==> config.mk <==
export PLATFORM = sky130hd
export DESIGN_NAME = register_bank_sb
export DESIGN_NICKNAME = d
export VERILOG_FILES = /design/src/rtl/register_bank_sb.sv
export SDC_FILE = /design/constraint.sdc
export NUM_CORES = 1
export LEC_CHECK = 0
export CAP_MARGIN = 20
export CORE_UTILIZATION = 40
export DETAILED_ROUTE_END_ITERATION = 8
export GPL_TIMING_DRIVEN = 0
export MAX_ROUTING_LAYER = met4
export PLACE_DENSITY = 0.68
export SYNTH_ARGS = -nofsm -noshare
export SYNTH_HDL_FRONTEND = slang
export SYNTH_SLANG_ARGS = --single-unit
==> constraint.sdc <==
create_clock -name i_CLK -period 6.8 [get_ports i_CLK]
set_clock_uncertainty 0.2 [all_clocks]
set_input_delay 1.36 -clock i_CLK [delete_from_list [all_inputs] [get_ports i_CLK]]
set_output_delay 1.36 -clock i_CLK [all_outputs]
set_load 0.02 [all_outputs]
==> src/rtl/register_bank_sb.sv <==
// Register bank with scoreboard pending bits: two combinational read ports with
// write-through bypass, one write port, and a reservation port for in-flight producers.
module register_bank_sb #(
  parameter int          DATA_W  = 8,
  parameter int          ADDR_W  = 3,
  parameter bit          ZERO_R0 = 1'b0,
  parameter logic [63:0] RST_R1  = 64'h82,
  parameter logic [63:0] RST_R2  = 64'h83
) (
  input  logic              i_CLK,
  input  logic              i_RST_n,
  input  logic [ADDR_W-1:0] i_AddrReg1,
  input  logic [ADDR_W-1:0] i_AddrReg2,
  output logic [DATA_W-1:0] o_Data1,
  output logic [DATA_W-1:0] o_Data2,
  output logic              o_Busy1,
  output logic              o_Busy2,
  input  logic              i_WriteBack,
  input  logic [ADDR_W-1:0] i_AddrRegDest,
  input  logic [DATA_W-1:0] i_WriteData,
  input  logic              i_Reserve,
  input  logic [ADDR_W-1:0] i_AddrReserve,
  output logic [ADDR_W:0]   o_PendingCount,
  output logic              o_ResvReject
);

  localparam int N = 1 << ADDR_W;
  localparam logic [DATA_W-1:0] R1_INIT = DATA_W'(RST_R1);
  localparam logic [DATA_W-1:0] R2_INIT = DATA_W'(RST_R2);

  // Protocol: i_Reserve and i_WriteBack are single-cycle strobes with no handshake;
  // a refused reservation is reported one cycle later on o_ResvReject.
  logic [DATA_W-1:0] regs [N];
  logic [N-1:0]      pend;
  logic [N-1:0]      pendNext;
  logic [ADDR_W:0]   countNext;
  logic              writeEn;
  logic              resvEn;
  logic              resvRefuse;

  function automatic logic isZeroReg(input logic [ADDR_W-1:0] addr);
    return ZERO_R0 && (addr == '0);
  endfunction

  assign writeEn = i_WriteBack && !isZeroReg(i_AddrRegDest);
  assign resvEn  = i_Reserve && !isZeroReg(i_AddrReserve);
  // A reservation colliding with a same-cycle write-back of that register is accepted.
  assign resvRefuse = resvEn && pend[i_AddrReserve]
                      && !(writeEn && (i_AddrRegDest == i_AddrReserve));

  always_comb begin
    o_Data1 = regs[i_AddrReg1];
    o_Busy1 = pend[i_AddrReg1];
    if (isZeroReg(i_AddrReg1)) begin
      o_Data1 = '0;
      o_Busy1 = 1'b0;
    end else if (writeEn && (i_AddrRegDest == i_AddrReg1)) begin
      o_Data1 = i_WriteData;
      o_Busy1 = 1'b0;
    end
  end

  always_comb begin
    o_Data2 = regs[i_AddrReg2];
    o_Busy2 = pend[i_AddrReg2];
    if (isZeroReg(i_AddrReg2)) begin
      o_Data2 = '0;
      o_Busy2 = 1'b0;
    end else if (writeEn && (i_AddrRegDest == i_AddrReg2)) begin
      o_Data2 = i_WriteData;
      o_Busy2 = 1'b0;
    end
  end

  // Reserve is applied after the write-back clear so it wins on a collision.
  always_comb begin
    pendNext = pend;
    if (writeEn) pendNext[i_AddrRegDest] = 1'b0;
    if (resvEn)  pendNext[i_AddrReserve] = 1'b1;
    countNext = '0;
    for (int i = 0; i < N; i++) begin
      countNext = countNext + {{ADDR_W{1'b0}}, pendNext[i]};
    end
  end

  always_ff @(posedge i_CLK or negedge i_RST_n) begin
    if (!i_RST_n) begin
      for (int i = 0; i < N; i++) begin
        regs[i] <= (i == 1) ? R1_INIT : (i == 2) ? R2_INIT : '0;
      end
    end else if (writeEn) begin
      regs[i_AddrRegDest] <= i_WriteData;
    end
  end

  always_ff @(posedge i_CLK or negedge i_RST_n) begin
    if (!i_RST_n) begin
      pend           <= '0;
      o_PendingCount <= '0;
      o_ResvReject   <= 1'b0;
    end else begin
      pend           <= pendNext;
      o_PendingCount <= countNext;
      o_ResvReject   <= resvRefuse;
    end
  end

endmodule

==> Slide: Implementation Results, run 1 <==
Implementation Results

Outcome
  – Run status: complete, no violations

Pwr
  – Tot Pwr: 1670 uW
  – Combinational logic power: 583 uW
  – Logic pwr share: 34.9%
  – Seq pwr: 638 uW
  – Share of power burned in registers: 38.2%
  – Leakage component of the power: 0.00225 uW
  – Sw Ratio: 29.5%
  – Clk power: 449 uW
  – Maximum vdd ir drop: 129 uV

Worst hold path
  – Hold Path End: regs[59]
  – Hold depth: 1
  – Startpoint of the lowest-slack hold path: regs[59]

Floorplanning
  – Well-Tap Cells: 143
  – Area of the placeable core: 0.0114 sq mm
  – Starting Density: 41.0%

Worst setup path
  – Biggest fanout along the worst timing path: 10
  – CP Buf/Inv Count: 7
  – Launching point of the worst reg2reg path: pend[1]
  – Count of cell instances traversed by the critical path: 14
  – Launch point of the worst path: i_AddrRegDest[0]
  – List of cells traversed by the critical path: clkdlybuf4s50_1, buf_2, nand4b_1, a32oi_1, fa_1, inv_1, fa_1, inv_1, fa_1, inv_1, ha_1, inv_1, fa_1, inv_1
  – Required time of the critical path: 6.83 ns
  – Highest cell delay on the worst timing path: 0.67 ns
  – Critical path's top delay family: adder cells
  – Worst setup endpoint: o_PendingCount[1]

Route
  – Initial DRT Pass Iterations: 4
  – Number of remaining DRC errors: 0
  – Antenna-violating nets left: 0
  – Routed wire length: 10.6 mm

Synthesis
  – Synth logic family: multiplexers
  – Nets in the synthesized netlist: 341
  – Area fraction in and, or, nand and nor cells after synthesis: 3.69%
  – Most common cell in the synthesized netlist: mux2_2
  – Fraction of registers with async set or reset after synthesis: 100%
  – Most frequent cells after synthesis: 97 x mux2_2, 72 x dfrtp_1, 22 x mux4_1
  – Number of synthesized register bits: 77
  – Top cells by area, synth: dfrtp_1 38%, mux2_2 23%, mux4_1 12%

Placed design
  – Placed standard-cell area: 0.00517 sq mm
  – Post-DP HPWL: 6.99 mm
  – Post-placement cell count: 482

Finish
  – Final standard cell utilization of the core: 47.7%
  – Proportion of layout cells with a drive suffix above 1: 42.5%
  – Post-layout instance count excluding filler cells: 499
  – Diode count: 1
  – Max reg flops: 64
  – Register share of the cell area: 35.5%
  – Seq_cells: 77
  – Invs w/o clock: 12
  – Final #Nets: 381
  – Share of cell area taken by multi-input logic gates: 46.5%
  – Fraction of area in non-clock buffers: 8.70%

STA
  – Achievable clock frequency: 180 MHz
  – Relative slew margins: 33.7%
  – Setup violators final: 0

CTS
  – H-tree depth: 3
  – Clock sink count: 77
  – Clock tree from TritonCTS: built
  – Worst-Skew Late Latency: 0.34 ns
  – Maximum root-to-sink buffer count: 2
  – Clock tree root buffer cell: clkbuf_16
  – Total clock buffers created by CTS: 9

Global routing
  – Vias in the first global route: 2915
  – M3 GR Usage: 3.35%
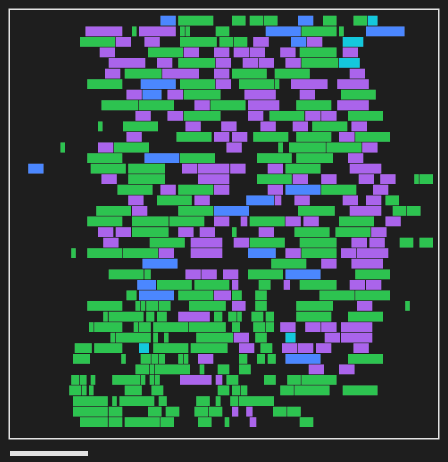
*Sizing map, run 1*
Bar = 20 microns.
blue -> x6 and larger  # cells 18, share 5.1%, most used clkbuf_16
cyan -> x3 and x4  # cells 5, share 1.4%
green -> x1 and smaller  # cells 204, share 57%, most used dfrtp_1
purple -> x2  # cells 128, share 36%, most used mux2_2

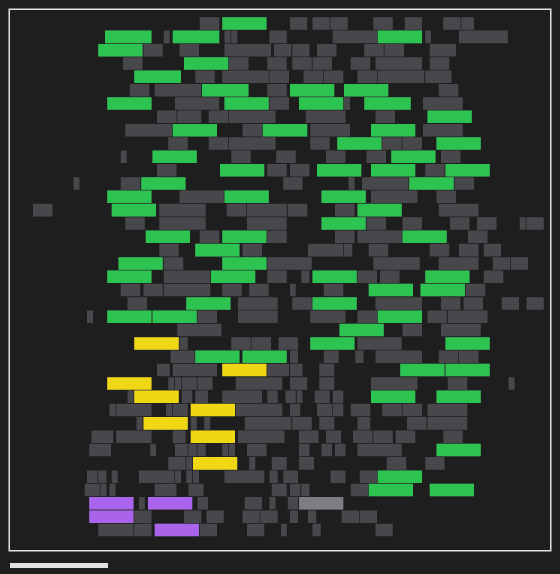
*Where the registers sit, run 1*
Bar = 20 microns.
purple -> o_PendingCount  # flops 4, where lower left
green -> regs  # flops 64
yellow -> pend  # flops 8

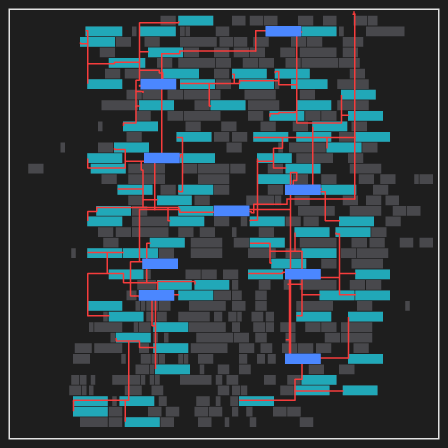
*Clock wires, drivers and flops, run 1*
blue -> clock-net drivers  # count 9
red -> clock wires  # length 1040 microns
cyan -> flip-flops  # count 77
routed clock nets = 10

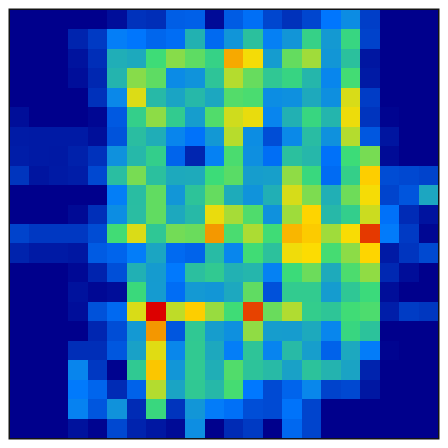
*Routed metal per tile, run 1*
The die is cut into 22 by 22 equal tiles; dark blue is low, red is high, scaled to the fullest tile. Values are wire area over tile area, all layers added.
tiles over half the peak = 17%
fullest tile = 0.51
densest ninth of the die = centre
nearly empty tiles = 24%
mean over tiles = 0.14

==> run 2, diff against run 1 <==
clock period = 5.5 ns   (was 6.8 ns; I/O delays follow)
==> run 2 against run 1 <==
Compared with the run above: cell area unchanged; non-clock buffer count unchanged; global-route usage unchanged; sequential power increased by 24%; critical endpoint unchanged; cell count unchanged; synthesized cell count unchanged; setup slack got worse by 1.0 ns; wire length did not move; combinational power is 24% higher; die area unchanged.
==> Slide: Implementation Results, run 2 <==
Implementation Results

Finish
  – Clk cell area share: 5.14% (unchanged)
  – Invs w/o clock: 12 (unchanged)
  – Final standard cell utilization of the core: 47.7% (unchanged)
  – Biggest register: regs (unchanged)
  – Biggest cell category by area in the final layout: logic gates (unchanged)
  – Share of cell area taken by multi-input logic gates: 46.5% (unchanged)
  – Non-Clock Buffer Count: 55 (unchanged)
  – Highest-count cells in the layout ignoring fill and taps: 97 x mux2_2, 72 x dfrtp_1, 27 x clkdlybuf4s50_1 (unchanged)
  – Fill cell total of the finished layout: 1019 (unchanged)
  – Proportion of layout cells with a drive suffix above 1: 42.5% (unchanged)
  – Largest regs: regs (64), pend (8), o_PendingCount (4) (unchanged)
  – Commonest Layout Cell: mux2_2 (unchanged)
  – Post-layout instance count excluding filler cells: 499 (unchanged)
  – Max reg flops: 64 (unchanged)
  – Final #Nets: 381 (unchanged)
  – Fraction of area in non-clock buffers: 8.70% (unchanged)
  – Diode count: 1 (unchanged)

Route
  – Vias/cell: 5.72 (unchanged)
  – Initial DRT Pass Iterations: 4 (unchanged)
  – Routed wire length: 10.6 mm (unchanged)
  – Detailed Route Iter0 Violations: 150 (unchanged)
  – Top layer reached by signal wires: met4 (unchanged)
  – Met3 Routed Length: 344 microns (unchanged)
  – Number of remaining DRC errors: 0 (unchanged)
  – Per-cell routed wire length: 21.3 microns (unchanged)
  – Antenna-violating nets left: 0 (unchanged)

STA
  – Unrepaired setup endpoints after global routing: false (unchanged)
  – Worst-case hold slack: 0.316 ns (unchanged)
  – Final total negative setup slack: 0 ns (unchanged)
  – Final cycle utilization of the critical path: 96.0%
  – Achievable clock frequency: 189 MHz
  – Total count of hold-check failures in the final report: 0 (unchanged)
  – Count of pins over their slew limit: 0 (unchanged)
  – Setup violators final: 0 (unchanged)
  – Relative slew margins: 33.7% (unchanged)
  – Post-route setup slack: 0.218 ns (was 1.26 ns)

CTS
  – Clock tree root buffer cell: clkbuf_16 (unchanged)
  – Clock tree from TritonCTS: built (unchanged)
  – Count of instances resized after the clock tree is built: 0 (unchanged)
  – Count of hold buffers inserted by post-cts repair: 0 (unchanged)
  – Clock transition at the register clock pins on the worst setup and hold paths after CTS: 0.06 ns (about the same)
  – Clock sink count: 77 (unchanged)
  – H-tree depth: 3 (unchanged)
  – Total clock buffers created by CTS: 9 (unchanged)
  – Worst-Skew Late Latency: 0.34 ns (about the same)
  – Maximum root-to-sink buffer count: 2 (unchanged)
  – Post CTS Setup Buffer Count: 0 (unchanged)

Worst setup path
  – CP Buf/Inv Count: 7 (unchanged)
  – Cells on worst reg2reg path: 12 (unchanged)
  – Highest cell delay on the worst timing path: 0.67 ns (about the same)
  – Most frequent CP cell: inv_1 (unchanged)
  – Critical Path End Type: flop (unchanged)
  – Launching point of the worst reg2reg path: pend[1] (unchanged)
  – Count of cell instances traversed by the critical path: 14 (unchanged)
  – Kind of start point of the critical path: input port (unchanged)
  – Biggest fanout along the worst timing path: 10 (unchanged)
  – List of cells traversed by the critical path: clkdlybuf4s50_1, buf_2, nand4b_1, a32oi_1, fa_1, inv_1, fa_1, inv_1, fa_1, inv_1, ha_1, inv_1, fa_1, inv_1 (unchanged)
  – Required time of the critical path: 5.53 ns (was 6.83 ns)
  – Launch point of the worst path: i_AddrRegDest[0] (unchanged)
  – Worst setup endpoint: o_PendingCount[1] (unchanged)
  – Critical path's top delay family: adder cells (unchanged)

Placed design
  – Post-placement cell count: 482 (unchanged)
  – Post-DP HPWL: 6.99 mm (unchanged)
  – IO buf count: 28 (unchanged)
  – Final GP Congestion: 0.762 (unchanged)
  – Placed standard-cell area: 0.00517 sq mm (unchanged)

Synthesis
  – Synthesized area per cell: 15.1 sq um (unchanged)
  – Count of unique library cells instantiated by Yosys: 35 (unchanged)
  – Top cells by area, synth: dfrtp_1 38%, mux2_2 23%, mux4_1 12% (unchanged)
  – Area fraction in and, or, nand and nor cells after synthesis: 3.69% (unchanged)
  – Cell count after synthesis: 310 (unchanged)
  – Fraction of registers with async set or reset after synthesis: 100% (unchanged)
  – Most common cell in the synthesized netlist: mux2_2 (unchanged)
  – Combined area of all synthesized cells: 0.00468 sq mm (unchanged)
  – Number of synthesized register bits: 77 (unchanged)
  – Compound-cell area share of the yosys netlist: 2.08% (unchanged)
  – Count of synthesis-stage warnings from yosys: 0 (unchanged)
  – Mux share: 44.0% (unchanged)
  – Most frequent cells after synthesis: 97 x mux2_2, 72 x dfrtp_1, 22 x mux4_1 (unchanged)
  – Adder-cell area share of the yosys netlist: 2.51% (unchanged)
  – Main flop type: dfrtp_1 (unchanged)
  – Number of cells in Yosys stat: 310 (unchanged)
  – Nets in the synthesized netlist: 341 (unchanged)
  – Cell type with the highest aggregate area in the netlist: dfrtp_1 (unchanged)
  – Synth logic family: multiplexers (unchanged)

Global routing
  – Vias in the first global route: 2915 (unchanged)
  – GR peak layer: met2 (unchanged)
  – Met2 Usage GRT: 32.9% (unchanged)
  – First-pass GRT wire length: 16.3 mm (unchanged)
  – Tot GR Track Use: 19.6% (unchanged)
  – Sum of overflow across all layers after global routing: 0 (unchanged)
  – Initial antenna violation count: 1 (unchanged)
  – M3 GR Usage: 3.35% (unchanged)
  – Met1 usage in global routing: 23.8% (unchanged)

Pwr
  – Pwr/cell area: 379 mW/mm^2 (was 307 mW/mm^2)
  – Logic pwr share: 34.9% (about the same)
  – Share of power burned in registers: 38.2% (about the same)
  – Leakage component of the power: 0.00225 uW (unchanged)
  – Sw Ratio: 29.5% (about the same)
  – Maximum vdd ir drop: 160 uV (was 129 uV)
  – Combinational logic power: 721 uW (was 583 uW)
  – Tot Pwr: 2070 uW (was 1670 uW)
  – Clk power: 555 uW (was 449 uW)
  – Seq pwr: 789 uW (was 638 uW)

Floorplanning
  – Starting Density: 41.0% (unchanged)
  – IO Pins: 47 (unchanged)
  – Total number of placement rows: 39 (unchanged)
  – Die ar.: 0.0121 sq mm (unchanged)

Worst hold path
  – Startpoint of the lowest-slack hold path: regs[59] (unchanged)
  – Hold depth: 1 (unchanged)
  – Hold Path End: regs[59] (unchanged)

Flow run
  – OpenROAD warnings: 26 (unchanged)

Outcome
  – Run status: complete, no violations (unchanged)
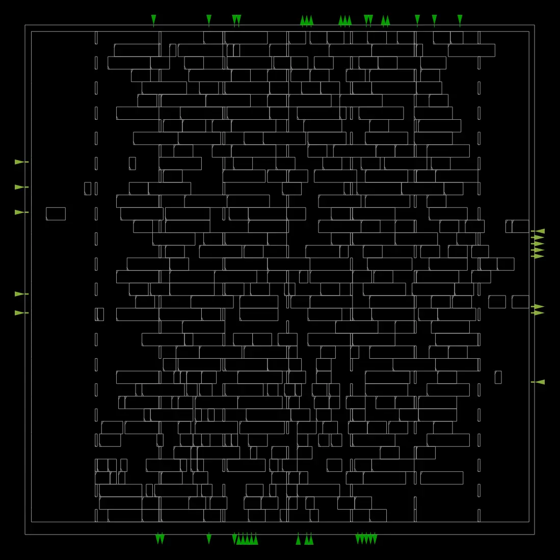
*Placement view, run 2*
area of the placeable core: 0.0114 sq mm
Well-Tap Cells: 143
register share of the cell area: 35.5%
seq_cells: 77

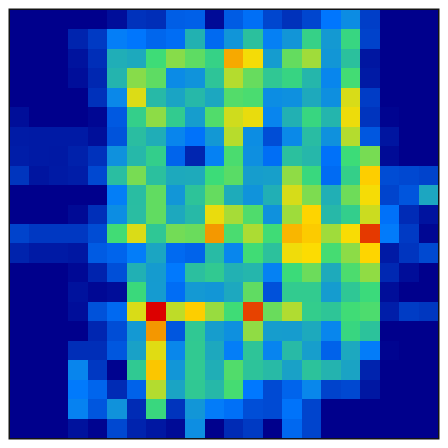
*Routed metal per tile, run 2*
The die is cut into 22 by 22 equal tiles; dark blue is low, red is high, scaled to the fullest tile. Values are wire area over tile area, all layers added.
densest ninth of the die = centre
nearly empty tiles = 24%
mean over tiles = 0.14
fullest tile = 0.51
tiles over half the peak = 17%

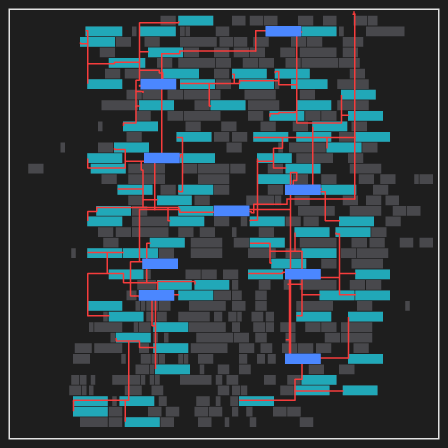
*Clock wires, drivers and flops, run 2*
red -> clock wires  # length 1040 microns
cyan -> flip-flops  # count 77
blue -> clock-net drivers  # count 9
routed clock nets = 10

==> run 3, diff against run 2 <==
GPL_ROUTABILITY_DRIVEN = 0   (was unset)
==> run 3 against run 2 <==
Compared with the run above: clock power about the same; critical endpoint unchanged; clock-buffer cell count unchanged; fmax unchanged; sequential power about the same; largest cell class unchanged.
==> Slide: Implementation Results, run 3 <==
Implementation Results

Global routing
  – Initial antenna violation count: 1 (unchanged)
  – First-pass GRT wire length: 16.3 mm (unchanged)
  – Vias in the first global route: 2915 (unchanged)
  – Met2 Usage GRT: 32.9% (unchanged)
  – GR peak layer: met2 (unchanged)
  – Sum of overflow across all layers after global routing: 0 (unchanged)
  – M3 GR Usage: 3.35% (unchanged)
  – Tot GR Track Use: 19.6% (unchanged)
  – Met1 usage in global routing: 23.8% (unchanged)

Worst setup path
  – Reg2reg setup slack: 2.22 ns (about the same)
  – Kind of start point of the critical path: input port (unchanged)
  – Launching point of the worst reg2reg path: pend[1] (unchanged)
  – Worst setup endpoint: o_PendingCount[1] (unchanged)
  – CP Buf/Inv Count: 7 (unchanged)
  – Most frequent CP cell: inv_1 (unchanged)
  – Critical path's top delay family: adder cells (unchanged)
  – Launch point of the worst path: i_AddrRegDest[0] (unchanged)
  – Required time of the critical path: 5.53 ns (about the same)
  – Type of the worst setup path: input port to flop (unchanged)
  – Critical Path End Type: flop (unchanged)
  – Cells on worst reg2reg path: 12 (unchanged)
  – Count of cell instances traversed by the critical path: 14 (unchanged)
  – List of cells traversed by the critical path: clkdlybuf4s50_1, buf_2, nand4b_1, a32oi_1, fa_1, inv_1, fa_1, inv_1, fa_1, inv_1, ha_1, inv_1, fa_1, inv_1 (unchanged)
  – Biggest fanout along the worst timing path: 10 (unchanged)
  – Highest cell delay on the worst timing path: 0.67 ns (about the same)

Finish
  – Clk cell area share: 5.14% (unchanged)
  – Biggest cell category by area in the final layout: logic gates (unchanged)
  – Area growth from synthesis to final layout: 16.4% (unchanged)
  – Register share of the cell area: 35.5% (unchanged)
  – Diode count: 1 (unchanged)
  – Share of cell area taken by multi-input logic gates: 46.5% (unchanged)
  – Non-Clock Buffer Count: 55 (unchanged)
  – Seq_cells: 77 (unchanged)
  – Fraction of area in non-clock buffers: 8.70% (unchanged)
  – Invs w/o clock: 12 (unchanged)
  – Proportion of layout cells with a drive suffix above 1: 42.5% (unchanged)
  – MI comb cells: 195 (unchanged)
  – Largest regs: regs (64), pend (8), o_PendingCount (4) (unchanged)
  – Max reg flops: 64 (unchanged)
  – Commonest Layout Cell: mux2_2 (unchanged)
  – Highest-count cells in the layout ignoring fill and taps: 97 x mux2_2, 72 x dfrtp_1, 27 x clkdlybuf4s50_1 (unchanged)
  – Biggest register: regs (unchanged)
  – Final #Nets: 381 (unchanged)

Synthesis
  – Fraction of synthesized cell area in xor and xnor cells: 1.87% (unchanged)
  – Synth logic family: multiplexers (unchanged)
  – Most common cell in the synthesized netlist: mux2_2 (unchanged)
  – Main flop type: dfrtp_1 (unchanged)
  – Cell type with the highest aggregate area in the netlist: dfrtp_1 (unchanged)
  – Fraction of registers with async set or reset after synthesis: 100% (unchanged)
  – Area fraction in and, or, nand and nor cells after synthesis: 3.69% (unchanged)
  – Mux share: 44.0% (unchanged)
  – Adder-cell area share of the yosys netlist: 2.51% (unchanged)
  – Nets in the synthesized netlist: 341 (unchanged)
  – Top cells by area, synth: dfrtp_1 38%, mux2_2 23%, mux4_1 12% (unchanged)
  – Combined area of all synthesized cells: 0.00468 sq mm (unchanged)
  – Number of synthesized register bits: 77 (unchanged)
  – Count of synthesis-stage warnings from yosys: 0 (unchanged)
  – Share of the synthesized area in the top cell type: 38.5% (unchanged)
  – Synthesized area per cell: 15.1 sq um (unchanged)
  – Most frequent cells after synthesis: 97 x mux2_2, 72 x dfrtp_1, 22 x mux4_1 (unchanged)
  – Compound-cell area share of the yosys netlist: 2.08% (unchanged)
  – Number of cells in Yosys stat: 310 (unchanged)
  – Count of unique library cells instantiated by Yosys: 35 (unchanged)
  – Number of enable-type register cells in the synthesized netlist: 0 (unchanged)
  – Chip area from the yosys synthesis statistics: 0.00468 sq mm (unchanged)
  – Cell count after synthesis: 310 (unchanged)

Route
  – Initial DRT Pass Iterations: 4 (unchanged)
  – Met3 Routed Length: 344 microns (unchanged)
  – Routed wire length: 10.6 mm (unchanged)
  – Per-cell routed wire length: 21.3 microns (unchanged)
  – Detailed Route Iter0 Violations: 150 (unchanged)
  – Vias/cell: 5.72 (unchanged)
  – Antenna-violating nets left: 0 (unchanged)
  – Number of remaining DRC errors: 0 (unchanged)
  – Routed length on met2: 5.56 mm (unchanged)
  – Top layer reached by signal wires: met4 (unchanged)

Floorplanning
  – Vertical die dimension: 110 microns (unchanged)
  – Well-Tap Cells: 143 (unchanged)
  – Starting Density: 41.0% (unchanged)
  – Total number of placement rows: 39 (unchanged)
  – Chip Width: 110 microns (unchanged)
  – IO Pins: 47 (unchanged)
  – Area of the placeable core: 0.0114 sq mm (unchanged)
  – Die ar.: 0.0121 sq mm (unchanged)

Pwr
  – Maximum vdd ir drop: 160 uV (unchanged)
  – Tot Pwr: 2070 uW (unchanged)
  – Leakage component of the power: 0.00225 uW (unchanged)
  – Share of power burned in registers: 38.2% (about the same)
  – Clock power frac: 26.9% (about the same)
  – Combinational logic power: 721 uW (about the same)
  – Clk power: 555 uW (about the same)
  – Largest power group: sequential cells (unchanged)
  – Switching power: 609 uW (unchanged)
  – Sw Ratio: 29.5% (unchanged)
  – Pwr/cell area: 379 mW/mm^2 (unchanged)
  – Cell Int Power: 1460 uW (unchanged)
  – Logic pwr share: 34.9% (about the same)

CTS
  – Clock transition at the register clock pins on the worst setup and hold paths after CTS: 0.06 ns (about the same)
  – Count of hold buffers inserted by post-cts repair: 0 (unchanged)
  – Post CTS Setup Buffer Count: 0 (unchanged)
  – Count of instances resized after the clock tree is built: 0 (unchanged)
  – Maximum root-to-sink buffer count: 2 (unchanged)
  – Clock tree root buffer cell: clkbuf_16 (unchanged)
  – Total clock buffers created by CTS: 9 (unchanged)
  – Clock tree from TritonCTS: built (unchanged)
  – Worst-Skew Late Latency: 0.34 ns (about the same)
  – Clock sink count: 77 (unchanged)
  – H-tree depth: 3 (unchanged)

STA
  – Post-route setup slack: 0.218 ns (unchanged)
  – Final total negative setup slack: 0 ns (unchanged)
  – Setup violators final: 0 (unchanged)
  – Relative slew margins: 33.7% (unchanged)
  – Final cycle utilization of the critical path: 96.0% (unchanged)
  – Worst-case hold slack: 0.316 ns (unchanged)
  – Unrepaired setup endpoints after global routing: false (unchanged)
  – Total count of hold-check failures in the final report: 0 (unchanged)
  – Achievable clock frequency: 189 MHz (unchanged)
  – Count of pins over their slew limit: 0 (unchanged)

Flow run
  – Number of maximum-capacitance constraint violations: 0 (unchanged)
  – OpenROAD warnings: 26 (unchanged)

Worst hold path
  – Hold Path Class: flop to flop (unchanged)
  – Startpoint of the lowest-slack hold path: regs[59] (unchanged)
  – Hold depth: 1 (unchanged)
  – Hold Path End: regs[59] (unchanged)

Placed design
  – Post-placement cell count: 482 (unchanged)
  – Placed standard-cell area: 0.00517 sq mm (unchanged)
  – IO buf count: 28 (unchanged)
  – Post-DP HPWL: 6.99 mm (unchanged)

Outcome
  – Run status: complete, no violations (unchanged)
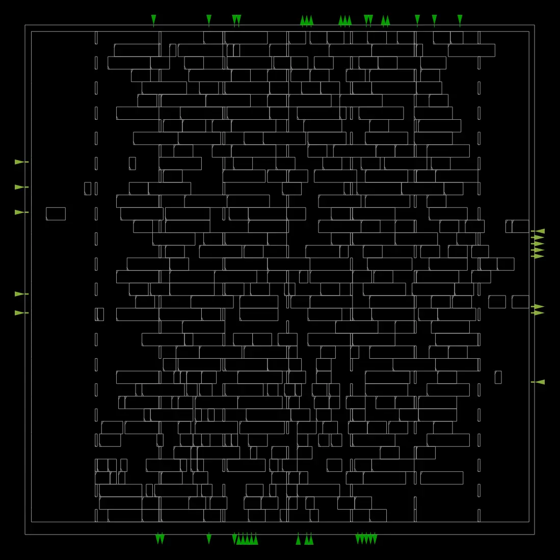
*Placement view, run 3*
post-layout instance count excluding filler cells: 499
fill cell total of the finished layout: 1019
final standard cell utilization of the core: 47.7%

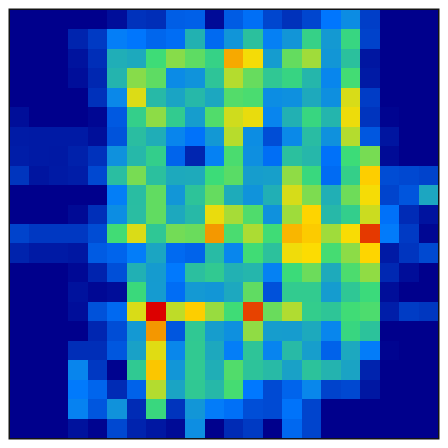
*Routed metal per tile, run 3*
The die is cut into 22 by 22 equal tiles; dark blue is low, red is high, scaled to the fullest tile. Values are wire area over tile area, all layers added.
tiles over half the peak = 17%
mean over tiles = 0.14
densest ninth of the die = centre

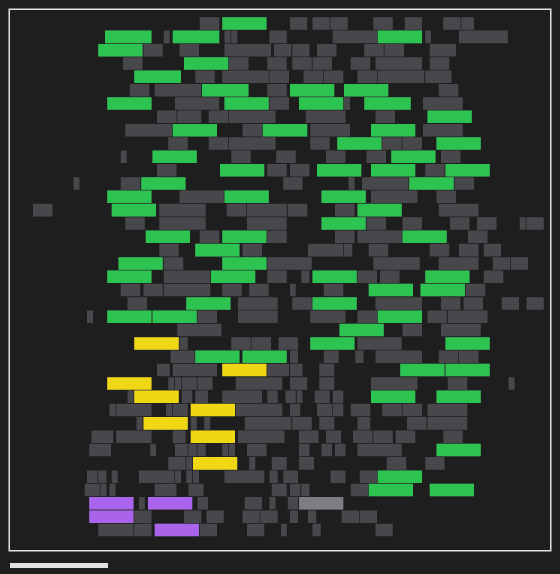
*Where the registers sit, run 3*
Bar = 20 microns.
register area: 0.00193 sq mm
seq pwr: 789 uW

Power is estimated from default activity; no workload was simulated.
